### src/rtl/deserializer_if.sv
// Serial-in / parallel-out handshake bundle for the deserializer.
// The master is the bit source and word sink; the slave is the deserializer.
interface deserializer_if #(
   parameter int C_WIDTH = 2
);
   logic               serial_i;
   logic               serial_valid_i;
   logic               align_i;
   logic               ready_i;
   logic               overrun_clr_i;
   logic [C_WIDTH-1:0] data_o;
   logic               valid_o;
   logic               overrun_o;

   modport master (
      output serial_i, serial_valid_i, align_i, ready_i, overrun_clr_i,
      input  data_o, valid_o, overrun_o
   );

   modport slave (
      input  serial_i, serial_valid_i, align_i, ready_i, overrun_clr_i,
      output data_o, valid_o, overrun_o
   );
endinterface

### src/rtl/deserializer.sv
// LSB-first serial-to-parallel converter with a single-entry output register,
// re-alignment control and a sticky overrun flag for dropped words.
module deserializer #(
   parameter int C_WIDTH = 2
) (
   input logic            clk_i,
   input logic            rst_i,
   deserializer_if.slave  bus
);
   localparam int                CNT_W    = (C_WIDTH > 2) ? $clog2(C_WIDTH) : 1;
   localparam logic [CNT_W-1:0]  LAST_IDX = CNT_W'(C_WIDTH - 1);

   logic [CNT_W-1:0]   r_cnt;
   logic [C_WIDTH-1:0] r_asm;
   logic [C_WIDTH-1:0] r_data;
   logic               r_valid;
   logic               r_ovr;

   logic [CNT_W-1:0]   w_cnt_base;
   logic [C_WIDTH-1:0] w_asm_base;
   logic [C_WIDTH-1:0] w_word;
   logic               w_complete;
   logic               w_consume;
   logic               w_load;
   logic               w_drop;

   // Align discards the partial word so the bit arriving with it becomes bit 0.
   always_comb begin
      w_cnt_base         = bus.align_i ? '0 : r_cnt;
      w_asm_base         = bus.align_i ? '0 : r_asm;
      w_word             = w_asm_base;
      w_word[w_cnt_base] = bus.serial_i;
      w_complete         = bus.serial_valid_i && (w_cnt_base == LAST_IDX);
      w_consume          = r_valid && bus.ready_i;
      w_load             = w_complete && (!r_valid || bus.ready_i);
      w_drop             = w_complete && r_valid && !bus.ready_i;
   end

   always_ff @(posedge clk_i) begin
      if (rst_i) begin
         r_cnt   <= '0;
         r_asm   <= '0;
         r_data  <= '0;
         r_valid <= 1'b0;
         r_ovr   <= 1'b0;
      end else begin
         if (bus.serial_valid_i) begin
            r_cnt <= w_complete ? '0 : w_cnt_base + CNT_W'(1);
            r_asm <= w_complete ? '0 : w_word;
         end else begin
            r_cnt <= w_cnt_base;
            r_asm <= w_asm_base;
         end

         if (w_load) begin
            r_data  <= w_word;
            r_valid <= 1'b1;
         end else if (w_consume) begin
            r_valid <= 1'b0;
         end

         // A fresh drop outranks a clear request in the same cycle.
         if (w_drop) begin
            r_ovr <= 1'b1;
         end else if (bus.overrun_clr_i) begin
            r_ovr <= 1'b0;
         end
      end
   end

   assign bus.data_o    = r_data;
   assign bus.valid_o   = r_valid;
   assign bus.overrun_o = r_ovr;
endmodule

### src/flat_wrapper.sv
// flat-port wrapper written by rule: the top's interface ports become plain ports
module deserializer_flat 
#(
   parameter int C_WIDTH = 2
)
  (clk_i, rst_i, bus_serial_i, bus_serial_valid_i, bus_align_i, bus_ready_i, bus_overrun_clr_i, bus_data_o, bus_valid_o, bus_overrun_o);
  deserializer_if #(.C_WIDTH(C_WIDTH)) bus_i ();
  input logic clk_i;
  input logic rst_i;
  input wire logic [$bits(bus_i.serial_i)-1:0] bus_serial_i;
  input wire logic [$bits(bus_i.serial_valid_i)-1:0] bus_serial_valid_i;
  input wire logic [$bits(bus_i.align_i)-1:0] bus_align_i;
  input wire logic [$bits(bus_i.ready_i)-1:0] bus_ready_i;
  input wire logic [$bits(bus_i.overrun_clr_i)-1:0] bus_overrun_clr_i;
  output wire logic [$bits(bus_i.data_o)-1:0] bus_data_o;
  output wire logic [$bits(bus_i.valid_o)-1:0] bus_valid_o;
  output wire logic [$bits(bus_i.overrun_o)-1:0] bus_overrun_o;
  assign bus_i.serial_i = bus_serial_i;
  assign bus_i.serial_valid_i = bus_serial_valid_i;
  assign bus_i.align_i = bus_align_i;
  assign bus_i.ready_i = bus_ready_i;
  assign bus_i.overrun_clr_i = bus_overrun_clr_i;
  assign bus_data_o = bus_i.data_o;
  assign bus_valid_o = bus_i.valid_o;
  assign bus_overrun_o = bus_i.overrun_o;
  deserializer #(.C_WIDTH(C_WIDTH)) u_core (.clk_i(clk_i), .rst_i(rst_i), .bus(bus_i));
endmodule
### config.mk
export PLATFORM = sky130hd
export DESIGN_NAME = deserializer_flat
export DESIGN_NICKNAME = d
export VERILOG_FILES = /design/src/rtl/deserializer_if.sv /design/src/rtl/deserializer.sv /design/src/flat_wrapper.sv
export SDC_FILE = /design/constraint.sdc
export NUM_CORES = 1
export LEC_CHECK = 0
export CAP_MARGIN = 20
export CORE_AREA = 3 3 40 42
export CTS_CLUSTER_DIAMETER = 100
export CTS_CLUSTER_SIZE = 8
export DETAILED_ROUTE_END_ITERATION = 7
export DIE_AREA = 0 0 43 45
export SLEW_MARGIN = 30
export SYNTH_ARGS = -nofsm -noshare
export SYNTH_HDL_FRONTEND = slang
export SYNTH_SLANG_ARGS = --single-unit
### constraint.sdc
create_clock -name clk_i -period 1 [get_ports clk_i]
set_input_delay 0.3 -clock clk_i [delete_from_list [all_inputs] [get_ports clk_i]]
set_output_delay 0.3 -clock clk_i [all_outputs]
set_load 0.01 [all_outputs]
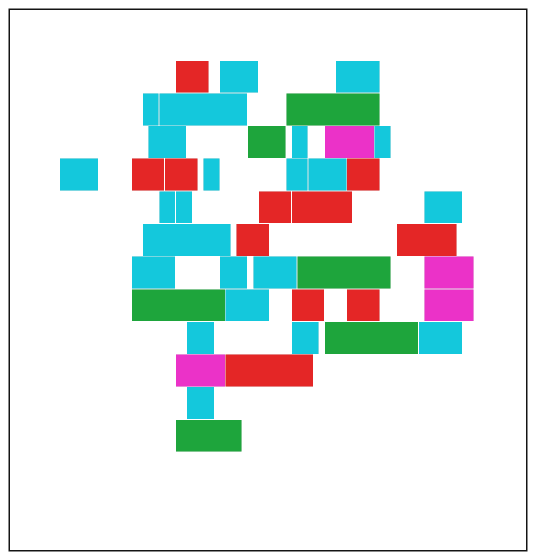
(sizing map)
Scale: 12 px per um.
| size | colour | cells | share |
|---|---|---|---|
| drive 3 to 4 | red | 11 | 25% |
| drive 1 or less | cyan | 23 | 52% |
| drive 2 | green | 6 | 14% |
| drive 6 and up | magenta | 4 | 9.1% |

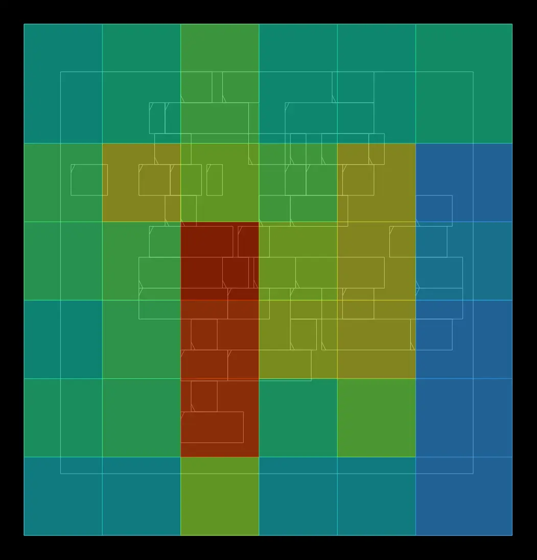
(congestion heat map)
Total GRT Usage: 9.42%
Most Crowded Layer GR: met2
post-layout util: 36.3%
GR met1 Demand/Resource: 8.45%
grt met3 use: 5.18%

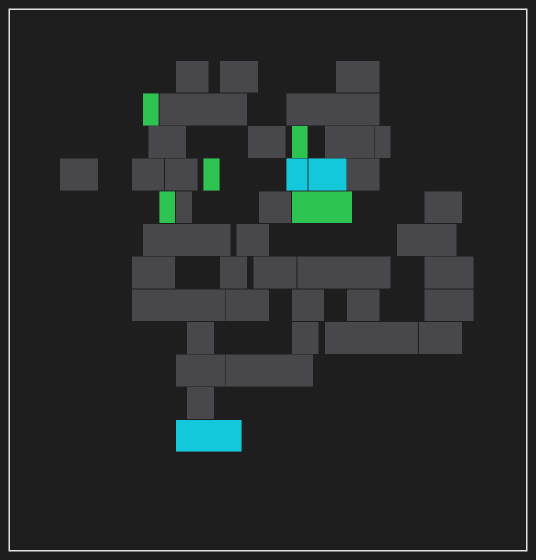
(selected gate families)
Scale: 12 px per um.
| family | colour | cells |
|---|---|---|
| NOR gates | green | 5 |
| inverting AOI/OAI gates | cyan | 3 |

==> metrics.csv <==
stage,metric,value,unit
outcome,status,"finished, final reports clean",
logic_synthesis,synthDistinctLibCells,13,
clock_tree,cts_root_buf,clkbuf_4,
clock_tree,clock_sinks,6,
timing,fin_setup_tns,0,ns
timing,rsz0062_at_grt,yes,
worst_setup_path,path_cells,buf_6,
power_and_ir_drop,pg_comb,0.0824,mW
clock_tree,insertion_delay,0.24,ns
logic_synthesis,top_cell_area_share,45.9,%
power_and_ir_drop,pg_clk,0.223,mW
detailed_routing,vias,242,
place,placed_cells,56,
detailed_routing,final_antenna_net_count,0,
logic_synthesis,yosys_area,262,um^2
global_routing,grt_overflow,0,
power_and_ir_drop,p_leak,0.218,nW
finish,stdcell_count,59,
clock_tree,cts_resized,28,
power_and_ir_drop,p_int,0.436,mW
detailed_routing,first_iter_violations,3,
job,maxCapViolations,0,
timing,max_freq,1000,MHz
logic_synthesis,ys_warn_count,0,
logic_synthesis,postSynthCellCount,27,
global_routing,antenna_found_initial,0,
power_and_ir_drop,pg_seq,0.255,mW
clock_tree,clk_pin_slew,0.05,ns
logic_synthesis,ys_seq_share,45.9,%
power_and_ir_drop,power_density,1200,nW/um^2
power_and_ir_drop,finalPower,0.560,mW
power_and_ir_drop,clkPwrFrac,39.8,%
worst_setup_path,critPathSlowestCell,dfxtp_2,
finish,layout_top_cell,buf_4,
place,gp_congestion,0.745,
floorplanning,rows,13,
worst_setup_path,cp_num_buf_inv,1,
job,tool_warnings,28,
clock_tree,ctsHoldBuffers,0,
logic_synthesis,synthArstFlopShare,0,%
worst_setup_path,cp_max_fo,2,
logic_synthesis,most_common_cell,dfxtp_1,
clock_tree,cts_setup_buffers,0,
timing,hold_viol,0,
worst_setup_path,crit_family,flip-flops,
finish,most-common-layout-cells,"buf_4 (5), nand2b_1 (4), nor2_1 (4), buf_6 (4), dfxtp_2 (4)",
power_and_ir_drop,p_comb_share,14.7,%
floorplanning,core-area,1280,um^2
power_and_ir_drop,power.switching,0.124,mW
global_routing,grt_pass1_vias,256,
worst_setup_path,end_kind,output pin,
place,io_buffer_count,10,
worst_hold_path,min_path_type,reg -> reg,
power_and_ir_drop,ir_worst_vdd,0.446,mV
timing,slew-limit-headroom,87.1,%
logic_synthesis,ff_type,dfxtp_1,
logic_synthesis,synthTopCellsByArea,"dfxtp_1 (46%), nand2b_1 (12%), mux2i_1 (7.7%), a2bb2oi_1 (6.7%), nor2_1 (5.7%)",
finish,n_antenna_cell,0,
global_routing,grt_max_degree,7,
logic_synthesis,top_cells_by_count,"dfxtp_1 (6), nand2b_1 (5), nor2_1 (4)",
power_and_ir_drop,power.group.top,registers,
finish,nets,53,
timing,fin_skew,0.000624,ns
logic_synthesis,edf_count,0,
logic_synthesis,synth_area,262,um^2
floorplanning,dieArea,1940,um^2
floorplanning,die_h,45,um
timing,drv_slew,0,
detailed_routing,route.detailed.drc,0,
clock_tree,clockBufferDepth,2,
floorplanning,initCoreUtil,20.4,%
timing,post-route-min-period,0.997,ns
logic_synthesis,postSynthAreaPerCell,9.69,um^2
worst_setup_path,cp.required,0.70,ns
logic_synthesis,top_area_cell,dfxtp_1,
worst_setup_path,cp.arrival,0.70,ns
detailed_routing,routed_wirelength,693,um
floorplanning,die_w,43,um
through the flow:
stage	hold slack, ns	instance area [um^2]	setup slack (ns)
after global placement	0.470	414	-0.408
after CTS	0.473	448	-0.00965
after floorplan	0.447	262	0.0981
final	0.482	467	0.00284
after detailed placement	0.467	414	-0.395
after global routing	0.498	467	-0.0335
flip-flops by register name, indices dropped and copies added, names as in the netlist:
signal	count
u_core.bus.data_o	2
u_core.bus.overrun_o	1
u_core.bus.valid_o	1
u_core.r_asm	1
u_core.r_cnt	1
cell type report:
type	count	area, um^2
Fill cell	139	818
Multi-Input combinational cell	19	158
Timing Repair Buffer	15	139
Sequential cell	6	125
Clock buffer	3	22.5
Tap cell	15	18.8
Inverter	1	3.75
cells by family after synthesis:
group	count (synthesis)	synth area share [%]
compound gates	3	8.61
xor+xnor	1	3.35
buf+inv	2	2.87
flops	6	45.9
mux	2	7.66
simple gates	13	31.6
path summary, 6_finish.rpt:
| kind | from | slack [ns] | end | cells past startpoint |
|---|---|---|---|---|
| setup / recovery | u_core.bus.valid_o$_SDFFE_PP0P_ | 0.003 | bus_valid_o | 1 |
| hold / removal | u_core.bus.data_o[1]$_SDFFE_PP0P_ | 0.48 | u_core.bus.data_o[1]$_SDFFE_PP0P_ | 2 |
| setup reg to reg | u_core.r_cnt$_SDFF_PP0_ | 0.12 | u_core.bus.data_o[1]$_SDFFE_PP0P_ | 3 |
| hold reg to reg | u_core.bus.data_o[1]$_SDFFE_PP0P_ | 0.48 | u_core.bus.data_o[1]$_SDFFE_PP0P_ | 2 |
routing by layer:
metal / global-route usage [%] / routed length (um) / vias up
li1: - / - / 124
met5: 0 / 0 / -
met1: 8.45 / 257 / 109
met4: 7.23 / 0 / 0
met2: 15.9 / 386 / 9
met3: 5.18 / 50 / 0
